Design lisa_lsu_hs, sky130hd; sources not shown.
==> run_1/clock_nets.png <==
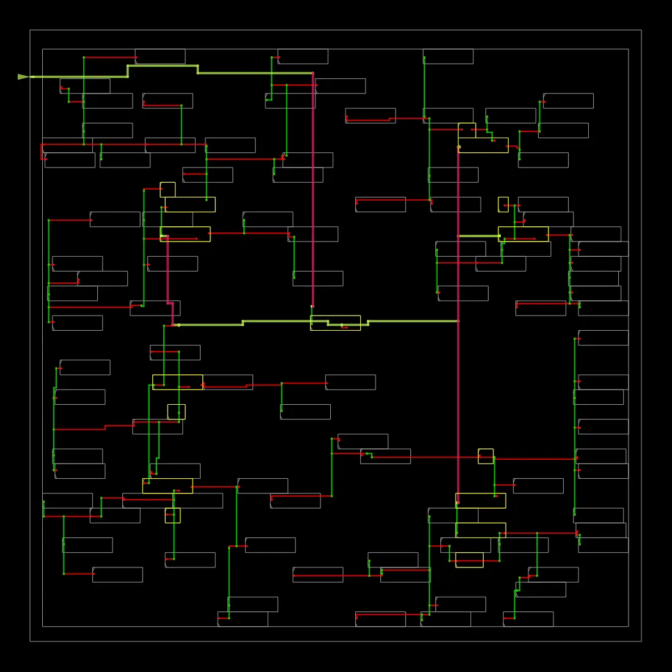
Layout clock buffers: 10
CTS sink count: 96

==> run_1/clock_wires.png <==
Scale bar: 20 µm.
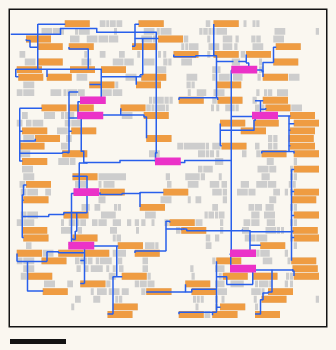
[clock-net drivers] magenta | count: 9
[flip-flops] orange | count: 96
[clock wires] blue | length: 1,170 µm
routed clock nets: 10
flops lie: all over the die
clock-net power: 0.509 mW
later-pin clock latency in the skew report: 0.34 ns
final clock skew: 0.006395 ns
Clk pwr share: 25.1%

==> run_1/closeup.png <==
Region (69, 13) to (99, 43) µm. Cells in grey, sequential cells in the stronger grey; small squares are vias.
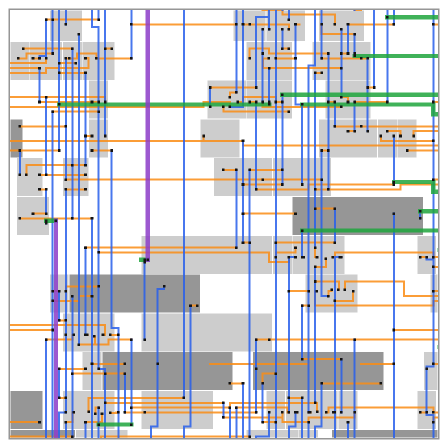
| layer | colour |
|---|---|
| M3 | green |
| M4 | purple |
| M1 | orange |
| M2 | blue |
cells with their middle in the window: 44
sequential cells in the window: 4
most frequent: nor2_1 (7), nand2_1 (5), a222oi_1 (5)

==> flow_summary.toml, run 1 <==
# yosys + openroad results
[timing]
hold_violations = 0
rsz0062_at_grt = "false"
layout_min_cycle_time_ns = 3.236
final.setup.tns_ns = 0
setup_viol = 0
max_slew.worst_pin.slew_ns = 1.033
fmax_mhz = 309.0
drv_slew = 0
setup_slack_ns = 3.104
finalCritPeriodShare_pct = 51.05
max-slew-margin-rel_pct = 31.16

[yosys]
synth_cell_types = 45
ys_sh_simple_pct = 15.01
top_cell_area_share_pct = 51.20
synth-xor-area-share_pct = 0.1867
ys_cells = 441
yosys.stat.seqShare_pct = 51.20
edf_count = 0
ff_type = "dfrtp_1"
ys_ff = 96
async_flop_share_pct = 100.0
syn_inst = 441
yosys_area_um2 = 4692
yosys_warnings = 0
synth_top_cell_by_area = "dfrtp_1"
area_leaders = "dfrtp_1 (51%), mux2_2 (14%), nand2_1 (4.6%)"
ys_sh_aoi_pct = 9.973
syn_area_per_cell_um2 = 10.64
synthAdderAreaFrac_pct = 0.5333
netlist_logic_family_top = "multiplexers"
synth_area_um2 = 4692

[cts]
cts_setup_buffers = 0
cts_resized = 0
cts_root_buf = "clkbuf_16"
clk_path_buf_depth = 2
tritoncts = "yes"
cts.clk_slew.worst_paths_ns = 0.06
cts_hold_buf = 0
cts_made_buffers = 9

[job]
warnings = 43
maxCapViolations = 0

[power]
leakage_nw = 2.316
vdd_ir_drop_max_mv = 0.1749
power.density_nw_per_um2 = 401.3
power_mw = 2.029

[global_route]
grt_pass1_wl_um = 18110
gr-total-overflow = 0
grt_max_degree = 68
grt_pass1_vias = 3341
track_usage_pct = 18.41
antenna_found_initial = 1

[route]
vias_per_cell = 5.581
dr.pass1.iters = 7
route.detailed.drc = 0
post_drt_wl_per_cell_um = 20.02
drt_iter0_markers = 185
ant_nets = 0
vias = 3209

[die]
core-area_um2 = 11420
placementRows = 39
initial_core_util_pct = 41.09
dieArea_um2 = 12610
die_y_um = 112.3
die_w_um = 112.3

[setup_path]
cp.depth = 3
cp_cell_sequence = "nor2b_1 > o21ai_1 > and2_1"
worstRegToRegCells = 4
crit_buf_inv = 0
endpoint_kind = "primary output"
r2r_setup_slack_ns = 4.03
required_ns = 5.39
crit_path_start_kind = "register"
slowest_stage = "dfrtp_1"
crit_arrival_ns = 2.29
crit_path_max_fanout = 25
cp_top_family = "flip-flops"

[final_layout]
layout_top_cells = "dfrtp_1 (96), mux2_2 (58), nand2_1 (57), nor2_1 (42), a21oi_1 (26)"
mostFrequentLayoutCell = "dfrtp_1"
nNetsFinal = 533
layout-drive-gt1-share_pct = 20.42
area_growth_pct = 7.787
final_cell_area_um2 = 5057

[placement]
dpl_cell_area_um2 = 4743
pre_cts_ws_ns = 3.444
dp_hpwl_um = 8162
io_buffers = 0

[min_path]
hp-class = "primary input to asynchronous set/reset pin"

[outcome]
status = "finished clean"
## run 1: worst reg2reg max path: cells and delay by family, from the launching register on
family                 cells  cell delay [ns]
AND/OR/NAND/NOR            2             0.79
multiplexers               1             0.42
flip-flops                 1             0.43
buffers and inverters      1             0.56
## run 1: metrics by stage
| stage | utilization (%) | std cells |
|---|---|---|
| global placement | 41.54 | 557 |
| floorplan | - | 442 |
| detailed placement | 41.54 | 557 |
| finish | 44.29 | 575 |
| global route | 44.27 | 574 |
| CTS | 44.03 | 573 |
## run 1: area by class of cell
cell class              instances  area, µm²
clock buffers                  10      239.0
diodes                          1      2.502
fillers                      1098       6361
flip-flops and latches         96       2402
repair buffers                  5      57.56
multi-input cells             306       2100
well taps                     143      178.9
clock inverters                 6      45.04
inverters                       8      32.53
## run 1: synth_stat cells (all sizes together), types with 2 or more instances
cell / instances
a222oi: 7
a21oi: 26
nand4: 2
o31ai: 3
mux2i: 21
inv: 8
nor2: 44
mux2: 59
ha: 2
clkbuf: 13
nand2: 57
a22oi: 7
nor2b: 4
a22o: 7
dfrtp: 96
or2: 2
o211ai: 2
o21ai: 11
and2: 17
nand3: 7
buf: 19
and3: 9
nor3: 5
## run 1: cells by family after synthesis
group           count (synthesis)
xor+xnor                        1
other cells                     1
simple gates                  152
compound gates                 69
flops                          96
buf+inv                        40
fa+ha+maj                       2
mux                            80
## run 1: where the power goes
part	internal, mW	switching, mW
Combinational	0.296	0.308
Clock	0.277	0.231
Sequential	0.764	0.153
Total	1.34	0.693
## run 1: per-layer routing
metal	part of all wire, %	GRT usage [%]	up-vias	wire [µm]
li1	-	-	1505	-
met1	42	22.89	1561	4877
met2	45	28.63	129	5231
met3	11	7.775	14	1217
met4	1.6	7.073	0	187
met5	0	0	-	0
==> run_1/ff_map.png <==
Scale bar: 20 µm. Other sequential cells in the stronger grey, the rest of the logic in the fainter grey.
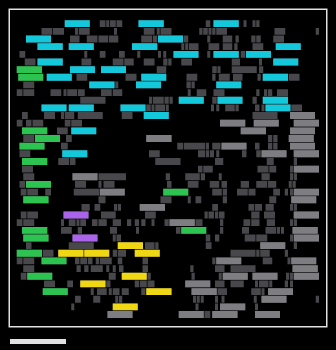

==> run 1 -> run 2 <==
--- a/config.mk
+++ b/config.mk
@@ -12,7 +12,7 @@
 export DETAILED_ROUTE_END_ITERATION = 10
 export DONT_BUFFER_PORTS = 1
 export GPL_ROUTABILITY_DRIVEN = 0
-export PLACE_DENSITY = 0.5
+export PLACE_DENSITY = 0.52
 export SYNTH_ARGS = -nofsm -noshare
 export SYNTH_HDL_FRONTEND = slang
 export SYNTH_SLANG_ARGS = --single-unit
==> constraint.sdc (replaced) <==
create_clock -name clk -period 2.6 [get_ports clk]
set_input_delay 0.39 -clock clk [delete_from_list [all_inputs] [get_ports clk]]
set_output_delay 0.39 -clock clk [all_outputs]
set_load 0.005 [all_outputs]
==> run_2/ff_map.png <==
Scale bar: 20 µm. Other sequential cells in the stronger grey, the rest of the logic in the fainter grey.
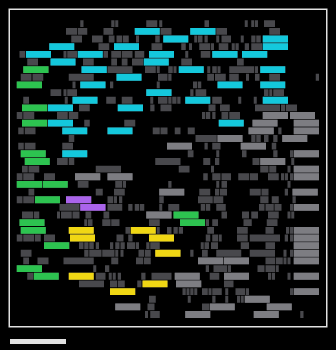
| signal | colour | placed flops |
|---|---|---|
| state_q | purple | 2 |
| addr_q | green | 16 |
| wdata_q | cyan | 32 |
| cnt_q | yellow | 8 |
not coloured: 38
sequential power: 2.20 mW
final design utilization: 45.50%
register area: 2402 µm²
register fraction of the total cell area: 46.24%

==> flow_summary.toml, run 2 <==
# yosys + openroad results
[cts]
tritoncts = "yes"
cts.clk_slew.worst_paths_ns = 0.06
cts_made_buffers = 9
clock_sinks = 96
cts_hold_buf = 1
cts_root_buf = "clkbuf_16"
cts_setup_buffers = 0
clk_path_buf_depth = 2
cts_resized = 0

[route]
vias = 3274
route.detailed.drc = 0
ant_nets = 0
drt_iter0_markers = 203
post_drt_wl_per_cell_um = 19.96

[yosys]
common_cells = "dfrtp_1 (96), mux2_2 (58), nand2_1 (57)"
yosys.stat.seqShare_pct = 51.20
yosys_area_um2 = 4692
yosys_warnings = 0
ff_type = "dfrtp_1"
synth_top_cell_by_area = "dfrtp_1"
area_leaders = "dfrtp_1 (51%), mux2_2 (14%), nand2_1 (4.6%)"
async_flop_share_pct = 100.0
synth_top_cell_by_count = "dfrtp_1"

[final_layout]
area_growth_pct = 10.72
mostFrequentLayoutCell = "dfrtp_1"
layout-drive-gt1-share_pct = 22.12
layout_top_cells = "dfrtp_1 (96), mux2_2 (58), nand2_1 (57), nor2_1 (42), a21oi_1 (26)"
n_fill_cell = 1082
nNetsFinal = 545

[timing]
setup_viol = 0
fmax_mhz = 427.2
layout_min_cycle_time_ns = 2.341
rsz0062_at_grt = "false"
finClkSkew_ns = 0.006491
max-slew-margin-rel_pct = 51.13
final.setup.tns_ns = 0
finalCritPeriodShare_pct = 90.03
drv_slew = 0
max_slew.worst_pin.slew_ns = 0.7331
setup_slack_ns = 0.2592

[setup_path]
crit_path_max_fanout = 20
required_ns = 2.21
crit_arrival_ns = 1.95
worstRegToRegCells = 3
endpoint_kind = "primary output"
r2r_setup_slack_ns = 0.63
cp_cell_sequence = "buf_4 > mux2i_1 > nor2_1 > a21oi_1 > nor2_1"
crit_path_start_kind = "register"

[placement]
pre_cts_ws_ns = 0.6132
io_buffers = 0
dp_hpwl_um = 8524

[global_route]
grt_pass1_vias = 3358
grt_max_degree = 57
antenna_found_initial = 1
grt_pass1_wl_um = 18440

[die]
core-area_um2 = 11420
placementRows = 39
dieArea_um2 = 12610
initial_core_util_pct = 41.09
die_y_um = 112.3

[min_path]
hp-class = "primary input to register"

[job]
maxCapViolations = 0

[power]
power.density_nw_per_um2 = 1000
leakage_nw = 2.392

[outcome]
status = "finished clean"
==> run_2/closeup.png <==
Region (69, 13) to (99, 43) µm. Cells in grey, sequential cells in the stronger grey; small squares are vias.
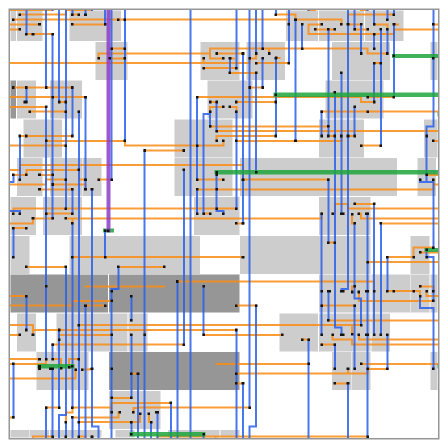
| layer | colour |
|---|---|
| M2 | blue |
| M1 | orange |
| M3 | green |
| M4 | purple |
cells with their middle in the window: 47
most frequent: nor2_1 (6), a222oi_1 (5)
sequential cells in the window: 3

run 2: netlist changes by cell type in the layout (fill, tap and decap cells not counted):
cell and delta:
clkinv_4 -2, buf_16 -1, clkbuf_1 +1, bufinv_16 +2, buf_12 +2, buf_4 +10
dlygate4sd3_1 +1, inv_4 -1
run 2: cell families (layout without fill, tap and decap cells):
| group | count (synthesis) | after routing | share of synthesized area, % |
|---|---|---|---|
| simple gates | 152 | 152 | 15.01 |
| flops | 96 | 96 | 51.20 |
| mux | 80 | 80 | 18.72 |
| compound gates | 69 | 69 | 9.973 |
| buf+inv | 40 | 41 | 4.293 |
| fa+ha+maj | 2 | 2 | 0.5332 |
| other cells | 1 | 3 | 0.07992 |
| xor+xnor | 1 | 1 | 0.1867 |
run 2: metal layers:
metal | GRT usage (%) | share of wire (%) | vias up | wire, µm
met1 | 23.98 | 43 | 1594 | 5003
met5 | 0 | 0 | - | 0
met3 | 8.099 | 9.3 | 17 | 1091
met2 | 28.35 | 46 | 125 | 5341
li1 | - | - | 1538 | -
met4 | 7.886 | 2.4 | 0 | 278
run 2: metrics by stage:
step           cells  power [mW]  utilization [%]  cell area (µm²)
2_1_floorplan    442       3.428                -             4700
3_3_place_gp     569       3.758            42.56             4860
3_5_place_dp     569       3.806            42.56             4860
4_1_cts          586       5.269            45.47             5192
5_1_grt          586       5.533            45.47             5192
6_report         587       5.196            45.50             5195
run 2: layout make-up:
class	instances	area, µm²	share of cell area, %
Tap cell	143	178.9	3.444
Sequential cell	96	2402	46.24
Inverter	8	33.78	0.6503
Clock buffer	11	242.7	4.672
Timing Repair Buffer	17	155.1	2.987
Antenna cell	1	2.502	0.04817
Clock inverter	5	80.08	1.541
Multi-Input combinational cell	306	2100	40.41
run 2: critical path, delay by kind of cell, from the launching register on:
kind	cells	cell delay, ns
and+or+nand+nor	2	0.14
buffers and inverters	1	0.30
AOI/OAI and AO/OA	1	0.13
DFF	1	0.82
muxes	1	0.22
run 2: where the power goes:
part / internal, mW / total, mW / switching [mW]
clock: 0.867 / 1.42 / 0.556
sequential: 1.86 / 2.20 / 0.336
combinational: 0.766 / 1.57 / 0.805
total: 3.50 / 5.20 / 1.70
Power figures rest on the tool's default switching activity, not on a simulated workload.
